==> src/rtl/dmem_arb_pkg.sv <==
// Shared types and constants for the data-memory port arbiter.
// Optional performance counters in the top are enabled with DMEM_ARB_PERF_EN.
package dmem_arb_pkg;

    typedef enum logic [1:0] {
        OWN_NONE,
        OWN_0,
        OWN_1
    } owner_e;

    localparam int REQ_LSU  = 0;
    localparam int REQ_HOST = 1;
    localparam int DMEM_AW  = 32;
    localparam int DMEM_DW  = 32;

endpackage

==> src/rtl/dmem_rd_tag_pipe.sv <==
// Read-tag delay line: carries a valid bit and the requester id of each accepted
// read so they surface in the same cycle the memory returns the data.
module dmem_rd_tag_pipe
    import dmem_arb_pkg::*;
#(
    parameter int DEPTH = 1
) (
    input  logic clk,
    input  logic reset,
    input  logic push_vld,
    input  logic push_id,
    output logic tap_vld,
    output logic tap_id
);

    logic [DEPTH-1:0] vld_p;
    logic [DEPTH-1:0] id_p;

    always_ff @(posedge clk) begin
        if (reset) begin
            vld_p <= '0;
        end else begin
            vld_p[0] <= push_vld;
            for (int s = 1; s < DEPTH; s++) begin
                vld_p[s] <= vld_p[s-1];
            end
        end
    end

    // Ids are only meaningful alongside a set valid bit, so they are not reset.
    always_ff @(posedge clk) begin
        id_p[0] <= push_id;
        for (int s = 1; s < DEPTH; s++) begin
            id_p[s] <= id_p[s-1];
        end
    end

    assign tap_vld = vld_p[DEPTH-1];
    assign tap_id  = id_p[DEPTH-1];

endmodule

==> src/rtl/dmem_port_arbiter.sv <==
// Round-robin arbiter with bounded burst lock sharing one data-memory port between
// the LSU (port 0) and the host loader (port 1). Define DMEM_ARB_PERF_EN for perf counters.
module dmem_port_arbiter
    import dmem_arb_pkg::*;
#(
    parameter int READ_LATENCY   = 1,
    parameter int MAX_LOCK_BEATS = 4
) (
    input  logic               clk,
    input  logic               reset,
    input  logic [1:0]         req,
    input  logic [1:0]         we,
    input  logic [1:0]         lock,
    input  logic [DMEM_AW-1:0] addr0,
    input  logic [DMEM_AW-1:0] addr1,
    input  logic [DMEM_DW-1:0] wdata0,
    input  logic [DMEM_DW-1:0] wdata1,
    output logic [1:0]         gnt,
    output logic [1:0]         rvalid,
    output logic [DMEM_DW-1:0] rdata,
    output logic [DMEM_AW-1:0] mem_addr,
    output logic [DMEM_DW-1:0] mem_wdata,
    output logic               mem_we,
    output logic               mem_re,
`ifdef DMEM_ARB_PERF_EN
    output logic [31:0]        perf_grants0,
    output logic [31:0]        perf_grants1,
    output logic [31:0]        perf_conflicts,
`endif
    input  logic [DMEM_DW-1:0] mem_rdata
);

    localparam int CNT_W = $clog2(MAX_LOCK_BEATS + 1);
    localparam logic [CNT_W-1:0] CNT_MAX = CNT_W'(MAX_LOCK_BEATS);

    owner_e           owner;
    owner_e           owner_nxt;
    logic             last;
    logic             last_nxt;
    logic [CNT_W-1:0] lock_cnt;
    logic [CNT_W-1:0] cnt_nxt;
    logic [1:0]       gnt_c;
    logic             own_id;
    logic             open_arb;
    logic             gsel;
    logic             any_gnt;
    logic             tap_vld;
    logic             tap_id;

    // On a tie the requester given by pri wins; single requests pass straight through.
    function automatic logic [1:0] pick(input logic [1:0] r, input logic pri);
        if (r == 2'b11) begin
            return pri ? 2'b10 : 2'b01;
        end
        return r;
    endfunction

    always_comb begin
        gnt_c     = 2'b00;
        owner_nxt = owner;
        last_nxt  = last;
        cnt_nxt   = lock_cnt;
        own_id    = (owner == OWN_1);
        open_arb  = 1'b0;
        case (owner)
            OWN_0, OWN_1: begin
                // At the beat limit the owner already equals last, so an open
                // round-robin pass hands any tie to the waiting requester.
                if (lock_cnt >= CNT_MAX) begin
                    open_arb = 1'b1;
                end else if (!req[own_id]) begin
                    owner_nxt = OWN_NONE;
                    cnt_nxt   = '0;
                end else begin
                    gnt_c[own_id] = 1'b1;
                    if (lock[own_id]) begin
                        cnt_nxt = lock_cnt + 1'b1;
                    end else begin
                        owner_nxt = OWN_NONE;
                        cnt_nxt   = '0;
                    end
                end
            end
            default: open_arb = 1'b1;
        endcase
        if (open_arb) begin
            gnt_c     = pick(req, ~last);
            owner_nxt = OWN_NONE;
            cnt_nxt   = '0;
            if (gnt_c != 2'b00) begin
                last_nxt = gnt_c[REQ_HOST];
                if (lock[gnt_c[REQ_HOST]]) begin
                    owner_nxt = gnt_c[REQ_HOST] ? OWN_1 : OWN_0;
                    cnt_nxt   = CNT_W'(1);
                end
            end
        end
        if (reset) begin
            gnt_c = 2'b00;
        end
    end

    always_ff @(posedge clk) begin
        if (reset) begin
            owner    <= OWN_NONE;
            last     <= 1'b1;
            lock_cnt <= '0;
        end else begin
            owner    <= owner_nxt;
            last     <= last_nxt;
            lock_cnt <= cnt_nxt;
        end
    end

    assign gnt       = gnt_c;
    assign any_gnt   = |gnt_c;
    assign gsel      = gnt_c[REQ_HOST];
    assign mem_addr  = any_gnt ? (gsel ? addr1 : addr0) : '0;
    assign mem_wdata = any_gnt ? (gsel ? wdata1 : wdata0) : '0;
    assign mem_we    = any_gnt & we[gsel];
    assign mem_re    = any_gnt & ~we[gsel];

    dmem_rd_tag_pipe #(
        .DEPTH(READ_LATENCY)
    ) u_tag_pipe (
        .clk     (clk),
        .reset   (reset),
        .push_vld(mem_re),
        .push_id (gsel),
        .tap_vld (tap_vld),
        .tap_id  (tap_id)
    );

    // Tags arrive aligned with mem_rdata, so data is forwarded without a register.
    assign rvalid = reset ? 2'b00 : {tap_vld & tap_id, tap_vld & ~tap_id};
    assign rdata  = (tap_vld && !reset) ? mem_rdata : '0;

`ifdef DMEM_ARB_PERF_EN
    function automatic logic [31:0] sat_inc(input logic [31:0] v, input logic en);
        return (en && (v != '1)) ? v + 32'd1 : v;
    endfunction

    always_ff @(posedge clk) begin
        if (reset) begin
            perf_grants0   <= '0;
            perf_grants1   <= '0;
            perf_conflicts <= '0;
        end else begin
            perf_grants0   <= sat_inc(perf_grants0, gnt_c[REQ_LSU]);
            perf_grants1   <= sat_inc(perf_grants1, gnt_c[REQ_HOST]);
            perf_conflicts <= sat_inc(perf_conflicts, req == 2'b11);
        end
    end
`endif

endmodule
==> config.mk <==
export PLATFORM = sky130hd
export DESIGN_NAME = dmem_port_arbiter
export DESIGN_NICKNAME = d
export VERILOG_FILES = /design/src/rtl/dmem_arb_pkg.sv /design/src/rtl/dmem_rd_tag_pipe.sv /design/src/rtl/dmem_port_arbiter.sv
export SDC_FILE = /design/constraint.sdc
export NUM_CORES = 1
export LEC_CHECK = 0
export CAP_MARGIN = 20
export CORE_AREA = 2 2 104 106
export CTS_BUF_LIST = sky130_fd_sc_hd__clkbuf_4
export CTS_CLUSTER_DIAMETER = 60
export DETAILED_ROUTE_END_ITERATION = 6
export DIE_AREA = 0 0 106 108
export SETUP_SLACK_MARGIN = 0.1
export SLEW_MARGIN = 15
export SYNTH_ARGS = -nofsm -noshare
export SYNTH_HDL_FRONTEND = slang
export SYNTH_SLANG_ARGS = --single-unit
==> constraint.sdc <==
create_clock -name clk -period 4.6 [get_ports clk]
set_clock_uncertainty 0.15 [all_clocks]
set_input_delay 1.15 -clock clk [delete_from_list [all_inputs] [get_ports clk]]
set_output_delay 1.15 -clock clk [all_outputs]
set_load 0.03 [all_outputs]
==> out/qor.rpt <==
========================================================================================
Status                                                                      finished clean
Number of buffer and inverter stages on the critical path                              2
Syn_area_per_cell                                                              8.083 um2
Number of cells in the yosys synthesis report                                        163
Required time at the endpoint of the critical path                               3.30 ns
Largest register FFs                                                                   3
Total grt overflow                                                                     0
Well Taps                                                                            136
Worst R2R End                                                               u_tag_pipe.tap_vld
Global-route track usage on met3                                                 0.03496
Simple-gate portion of the synthesized area                                       0.2555
Wire length of the first global-routing pass                                    10.76 mm
Uppermost layer routed                                                              met4
Worst hold path endpoint                                                        owner[1]
Most heavily used metal layer in global routing                                     met2
Sw Pwr                                                                          230.3 uW
Setup violators final                                                                  0
Most frequent cell after synthesis                                                a22o_1
Number of fill cells in the layout                                                  1045
Max_cap viols                                                                          0
Post-cts repair resize count                                                           0
P per Cell Area                                                             146.6 mW/mm2
Worst-case vdd ir drop                                                        0.06453 mV
Non-clock buffering overhead                                                      0.6422
Tightest slew margin relative to the limit                                        0.7352
R2r startpoint                                                                  owner[0]
Startpoint type of the worst setup path                                     primary input
Adder-cell share of the synthesized area                                         0.02849
Clock period minus worst slack                                                  4.290 ns
Port Buffer Count                                                                    269
Category of cells accounting for the largest share of critical-path delay   buffers and inverters
Hold bufs inserted after CTS                                                           0
OpenROAD warnings                                                                     28
DR iter-0 viols                                                                      107
Area of the synthesized netlist per yosys stat                              0.001318 mm2
Worst Setup SP                                                                    req[0]
Diode insertion count for antenna repair                                               0
Number of instances in the synthesized netlist                                       163
Routed via count                                                                    2365
Combined global-route utilization of all metal layers                             0.1148
Clock transition at the registers of the reported paths                          0.05 ns
Met1 Usage GRT                                                                    0.1107
Number of buffers created by CTS                                                       3
Worst-path fanout max                                                                  6
Clock buffers and inverters, area share                                         0.005751
Most instantiated cells after synthesis                                     67 x a22o_1, 34 x and2_1, 8 x dfxtp_1
Final hold violation count                                                             0
Placer's final routability congestion estimate                                    0.7712
Yosys xor share                                                                        0
Routed met3 length                                                                871 um
Power group with the highest consumption                                    combinational logic
Placeable core region                                                        0.01023 mm2
Placed insts                                                                         555
Number of standard-cell rows in the floorplan                                         37
Sum of routed wire segments on met1                                             2.579 mm
Post-synth top area share                                                         0.4454
Minimum hold slack                                                             0.3569 ns
Register with the most flip-flops                                               lock_cnt
Sequential cell area fraction in the yosys report                                 0.1216
Synth Net Count                                                                      334
Final count of pins violating max slew                                                 0
Worst Setup Path Type                                                       primary input to primary output
Die ar.                                                                      0.01145 mm2
Total power of the final layout                                                 574.1 uW
Critical path arrival                                                            2.99 ns
TritonCTS clock tree                                                                 yes
Worst path depth                                                                       4
Pin slew with the least headroom to its limit                                  0.3972 ns
Setup Total Neg Slack                                                               0 ns
Largest cell class by area                                                  non-clock buffers
Number of routed nets with antenna violations                                          0
========================================================================================
### Cell sizes after repair

The bar under the picture is 20 um long.
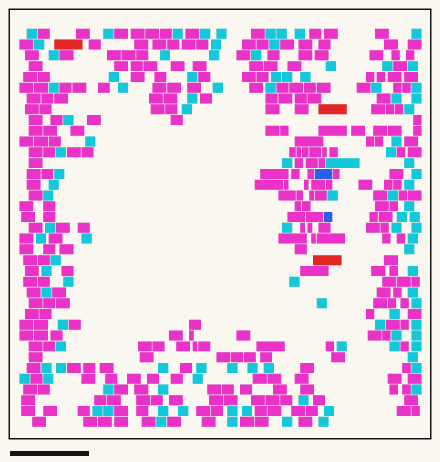
| size | colour | cells |
|---|---|---|
| x1 and smaller | magenta | 310 |
| x3 and x4 | cyan | 107 |
| x2 | blue | 2 |
| x6 and larger | red | 3 |
Syn-to-layout area delta: 197.2%
bufs w/o clock: 274
area of all placed cells without fillers: 0.003916 mm2
Final Worst Setup Slack: 0.3105 ns

### Logic cells by family

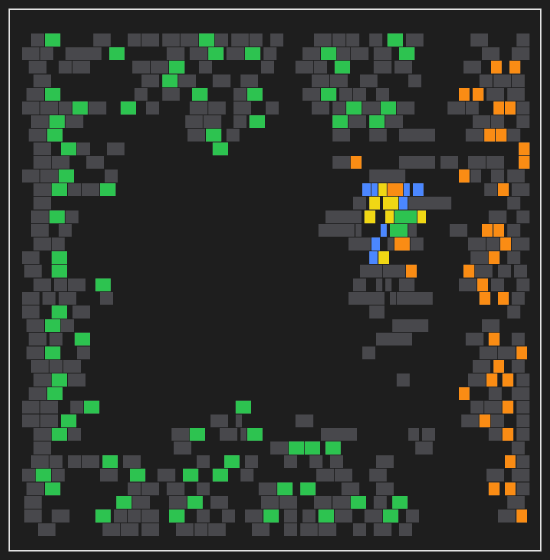
| family | colour | cells | most used |
|---|---|---|---|
| aoi and oai cells | yellow | 7 | o22ai_1 |
| and/or cells | orange | 37 | and2_1 |
| nand cells | blue | 8 | nand3_1 |
| non-inverting ao/oa cells | green | 69 | a22o_1 |
multi-input combinational area share: 0.2620
most used logic cell in the final layout: clkdlybuf4s50_1
post-layout instance count excluding filler cells: 558

### Clock nets

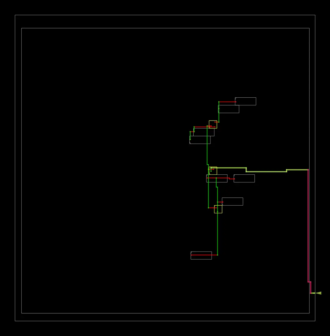
clk ins delay skew pair: 0.25 ns
seq_cells: 8
clock distribution power: 53.7 uW
number of sinks driven by the clock tree: 8
number of clock buffer instances in the layout: 3

### Where the registers sit

Other sequential cells in the stronger grey, the rest of the logic in the fainter grey.
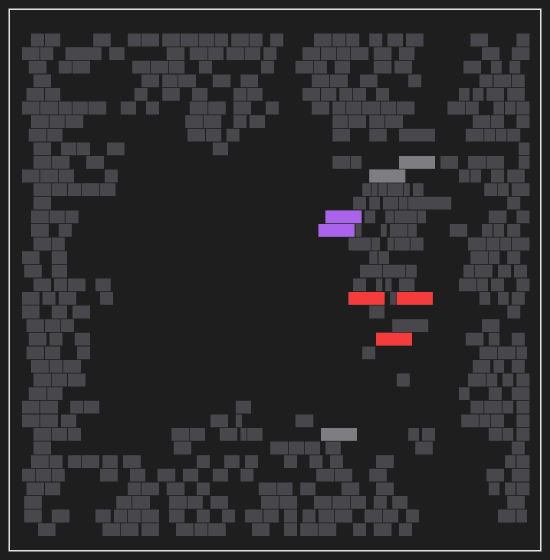
| netlist name | colour | placed flops |
|---|---|---|
| lock_cnt | red | 3 |
| owner | purple | 2 |

No activity file was given, so power comes from the tool's default toggle rates.
